===== src/rtl/image_stream_reader.sv =====
// -----------------------------------------------------------------------------
// image_stream_reader
//
// Captures a 32x32 one-bit image on a start request and streams it out one
// pixel per accepted transfer, in raster order (row-major, index 0..1023).
// While streaming, it accumulates the count of set pixels and the bounding
// box that contains them. With INVERT=1, every streamed pixel is inverted and
// the statistics are computed on the inverted value.
//
// Ports
//   clk        : single clock; all state changes happen on the rising edge
//   rst_n      : asynchronous active-low reset
//   start      : one-cycle capture request; honoured only when idle
//   in_image   : 1024-bit bitmap; pixel (r,c) = in_image[r*32+c]
//   busy       : high while streaming and during the done cycle
//   pix_valid  : a streamed pixel is being offered
//   pix_ready  : downstream accepts the offered pixel
//   pix_data   : pixel value (after optional inversion)
//   pix_row    : row of the offered pixel
//   pix_col    : column of the offered pixel
//   pix_last   : the offered pixel is index 1023
//   done       : one-cycle pulse in the cycle after the final transfer
//   ones_count : number of set pixels seen so far (0..1024)
//   min_row, max_row, min_col, max_col : bounding box of the set pixels
//   empty      : no set pixel in the image (bounds read 0 in that case)
//   state_dbg  : current FSM state (0=IDLE, 1=STREAM, 2=DONE)
//
// Handshake: a transfer happens on a rising edge where pix_valid and
// pix_ready are both 1. pix_valid never drops while a pixel is pending, and
// the offered pixel (data, row, col, last) is held stable until accepted.
// -----------------------------------------------------------------------------
module image_stream_reader #(
   parameter bit INVERT = 1'b0
) (
   input  logic          clk,
   input  logic          rst_n,
   input  logic          start,
   input  logic [1023:0] in_image,
   output logic          busy,
   output logic          pix_valid,
   input  logic          pix_ready,
   output logic          pix_data,
   output logic [4:0]    pix_row,
   output logic [4:0]    pix_col,
   output logic          pix_last,
   output logic          done,
   output logic [10:0]   ones_count,
   output logic [4:0]    min_row,
   output logic [4:0]    max_row,
   output logic [4:0]    min_col,
   output logic [4:0]    max_col,
   output logic          empty,
   output logic [1:0]    state_dbg
);

   typedef enum logic [1:0] {
      ST_IDLE   = 2'd0,
      ST_STREAM = 2'd1,
      ST_DONE   = 2'd2
   } state_t;

   localparam logic [9:0] LAST_IDX = 10'd1023;

   state_t         state_q;
   state_t         state_d;

   logic [1023:0]  shadow_q;
   logic [9:0]     idx_q;
   logic [10:0]    ones_q;
   logic [4:0]     min_row_q;
   logic [4:0]     max_row_q;
   logic [4:0]     min_col_q;
   logic [4:0]     max_col_q;

   logic           capture;
   logic           xfer;
   logic           cur_pix;
   logic           at_last;
   logic [4:0]     cur_row;
   logic [4:0]     cur_col;

   // Start is only honoured in IDLE; during STREAM/DONE it is ignored.
   assign capture = (state_q == ST_IDLE) && start;
   assign xfer    = (state_q == ST_STREAM) && pix_ready;
   assign cur_pix = shadow_q[idx_q] ^ INVERT;
   assign at_last = (idx_q == LAST_IDX);
   assign cur_row = idx_q[9:5];
   assign cur_col = idx_q[4:0];

   // --------------------------------------------------------------------------
   // FSM: state register
   // --------------------------------------------------------------------------
   always_ff @(posedge clk or negedge rst_n) begin
      if (!rst_n) begin
         state_q <= ST_IDLE;
      end else begin
         state_q <= state_d;
      end
   end

   // --------------------------------------------------------------------------
   // FSM: next-state logic
   // --------------------------------------------------------------------------
   always_comb begin
      state_d = state_q;
      case (state_q)
         ST_IDLE: begin
            if (start) begin
               state_d = ST_STREAM;
            end
         end
         ST_STREAM: begin
            // The final transfer ends the image; there is no second pass.
            if (xfer && at_last) begin
               state_d = ST_DONE;
            end
         end
         ST_DONE: begin
            state_d = ST_IDLE;
         end
         default: begin
            state_d = ST_IDLE;
         end
      endcase
   end

   // --------------------------------------------------------------------------
   // FSM: outputs
   // Pixel outputs are forced to zero outside STREAM so that reset and idle
   // present a clean, all-zero pixel port regardless of INVERT.
   // --------------------------------------------------------------------------
   always_comb begin
      busy      = 1'b0;
      pix_valid = 1'b0;
      pix_data  = 1'b0;
      pix_row   = 5'd0;
      pix_col   = 5'd0;
      pix_last  = 1'b0;
      done      = 1'b0;
      case (state_q)
         ST_STREAM: begin
            busy      = 1'b1;
            pix_valid = 1'b1;
            pix_data  = cur_pix;
            pix_row   = cur_row;
            pix_col   = cur_col;
            pix_last  = at_last;
         end
         ST_DONE: begin
            busy = 1'b1;
            done = 1'b1;
         end
         default: begin
            busy = 1'b0;
         end
      endcase
   end

   assign state_dbg = state_q;

   // --------------------------------------------------------------------------
   // Shadow image: loaded once on capture so later changes on in_image
   // cannot disturb the stream in progress.
   // --------------------------------------------------------------------------
   always_ff @(posedge clk or negedge rst_n) begin
      if (!rst_n) begin
         shadow_q <= '0;
      end else if (capture) begin
         shadow_q <= in_image;
      end
   end

   // --------------------------------------------------------------------------
   // Pixel index: parks on 1023 after the last transfer rather than wrapping.
   // --------------------------------------------------------------------------
   always_ff @(posedge clk or negedge rst_n) begin
      if (!rst_n) begin
         idx_q <= 10'd0;
      end else if (capture) begin
         idx_q <= 10'd0;
      end else if (xfer && !at_last) begin
         idx_q <= idx_q + 10'd1;
      end
   end

   // --------------------------------------------------------------------------
   // Statistics: cleared on capture, updated on each transfer of a set pixel.
   // The first set pixel (count still zero) seeds all four bounds so the box
   // never has to start from an artificial extreme.
   // --------------------------------------------------------------------------
   always_ff @(posedge clk or negedge rst_n) begin
      if (!rst_n) begin
         ones_q    <= 11'd0;
         min_row_q <= 5'd0;
         max_row_q <= 5'd0;
         min_col_q <= 5'd0;
         max_col_q <= 5'd0;
      end else if (capture) begin
         ones_q    <= 11'd0;
         min_row_q <= 5'd0;
         max_row_q <= 5'd0;
         min_col_q <= 5'd0;
         max_col_q <= 5'd0;
      end else if (xfer && cur_pix) begin
         ones_q <= ones_q + 11'd1;
         if (ones_q == 11'd0) begin
            min_row_q <= cur_row;
            max_row_q <= cur_row;
            min_col_q <= cur_col;
            max_col_q <= cur_col;
         end else begin
            if (cur_row < min_row_q) begin
               min_row_q <= cur_row;
            end
            if (cur_row > max_row_q) begin
               max_row_q <= cur_row;
            end
            if (cur_col < min_col_q) begin
               min_col_q <= cur_col;
            end
            if (cur_col > max_col_q) begin
               max_col_q <= cur_col;
            end
         end
      end
   end

   assign ones_count = ones_q;
   assign min_row    = min_row_q;
   assign max_row    = max_row_q;
   assign min_col    = min_col_q;
   assign max_col    = max_col_q;
   assign empty      = (ones_q == 11'd0);

endmodule


===== config.mk =====
export PLATFORM = sky130hd
export DESIGN_NAME = image_stream_reader
export DESIGN_NICKNAME = d
export VERILOG_FILES = /design/src/rtl/image_stream_reader.sv
export SDC_FILE = /design/constraint.sdc
export NUM_CORES = 2
export LEC_CHECK = 0
export CAP_MARGIN = 5
export CORE_AREA = 4 4 414 416
export DETAILED_ROUTE_END_ITERATION = 6
export DIE_AREA = 0 0 418 420
export SLEW_MARGIN = 20
export SYNTH_ARGS = -nofsm -noshare
export SYNTH_HDL_FRONTEND = slang
export SYNTH_SLANG_ARGS = --single-unit

===== constraint.sdc =====
create_clock -name clk -period 5.9 [get_ports clk]
set_input_delay 1.475 -clock clk [delete_from_list [all_inputs] [get_ports clk]]
set_output_delay 1.475 -clock clk [all_outputs]
set_load 0.01 [all_outputs]

Fig. 1: metal layers overlaid
Scale: 1 px per um.
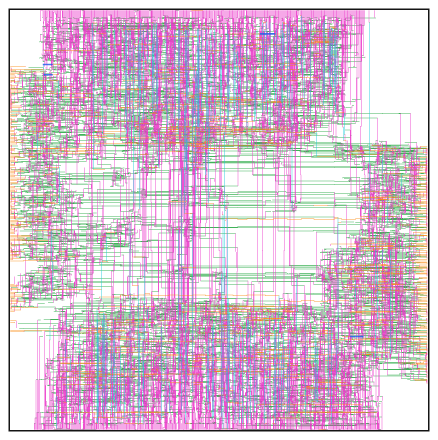
[cyan] metal 4 | wire length: 13500 um
[magenta] metal 2 | wire length: 109 mm
[blue] metal 5 | wire length: 41.4 um
[orange] metal 3 | wire length: 13100 um
[green] metal 1 | wire length: 91.3 mm

==> results.txt <==
dominant cell type by area after synthesis -> dfrtp_1
number of enable flip-flop cells -> 0
Latency at later pin -> 0.74 ns
Crit path buffers/inverters -> 5
mux cell area share after synthesis -> 12.9%
Compound Share, Synth -> 3.39%
fraction of registers with async set/reset -> 100%
Logic power comb -> 12300 uW
Clk. pwr -> 7750 uW
Adder Area Share -> 0.629%
RSZ-0062 raised after global routing -> no
Pwr Total -> 33500 uW
cell mode on critical path -> buf_4
critical path depth in cells -> 13
status -> completed
RR Endpoint -> ones_count[8]
Die Span Y -> 420 um
number of flip-flops in the largest register -> 1024
CP cell instances -> buf_12 -> bufbuf_16 -> mux2i_1 -> a22oi_2 -> a21oi_1 -> a311o_1 -> a32oi_2 -> buf_4 -> nor4b_4 -> buf_4 -> a311o_2 -> nor3b_4 -> clkbuf_2
most instantiated library cell after synthesis -> nand2_1
clock slew seen by the registers of the worst setup and hold paths -> 0.06 ns
slew margin rel. -> 27.1%
Gate power share -> 36.7%
synthesized area -> 49700 um^2
hold_buf cts -> 0
Ys Warns -> 0
Vias -> 43200
min-delay worst type -> flop to flop
max frequency -> 176 MHz
post-route ant nets -> 0
Crit path largest cell delay -> 0.50 ns
WP data arrival -> 4.22 ns
register share after synthesis -> 53.7%
Pleak -> 0.0324 uW
Largest Register -> shadow_q
r2r setup slk -> 1.64 ns
Wirelength per Cell -> 25.9 um
PD cells -> 492 nW/um^2
RR Startpoint -> idx_q[3]
clock network power share -> 23.2%
slack of the critical path -> 0.205 ns
CP startpoint kind -> flop
Fig. 2: sequential cells grouped by signal name
Scale: 1 px per um.
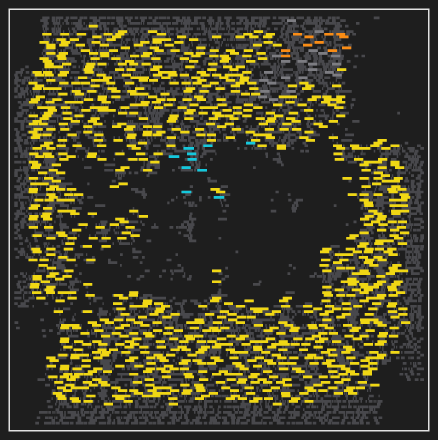
[yellow] shadow_q | sequential cells: 1024 | where: widely spread
[cyan] idx_q | sequential cells: 10
[orange] ones_count | sequential cells: 11 | where: top right
not colored: 22

-- worst min-delay path, delay by kind of cell (launching register included) --
kind	cells	cell delay, ns
AND/OR/NAND/NOR	2	0.10
flip-flops	1	0.33
-- routing by layer --
| metal | vias to the layer above | GRT usage, % |
|---|---|---|
| li1 | 19500 | - |
| met5 | - | 0 |
| met1 | 21600 | 31.7 |
| met4 | 8 | 13.5 |
| met2 | 1717 | 41.0 |
| met3 | 435 | 4.03 |
-- repair_timing --
item	4_1_cts	5_1_grt
cloned	4	1
setup endpoints to repair	1	1
resized	65	7
pin swaps	14	6
setup buffers	35	2
-- area by class of cell --
cell class	count	share of cell area, %
multi-input cells	3934	31.4
clock inverters	53	1.01
diodes	18	0.0663
clock buffers	168	4.99
well taps	2204	4.06
flip-flops and latches	1067	39.3
repair buffers	1267	19.0
inverters	25	0.138
No activity file was given, so power comes from the tool's default toggle rates.
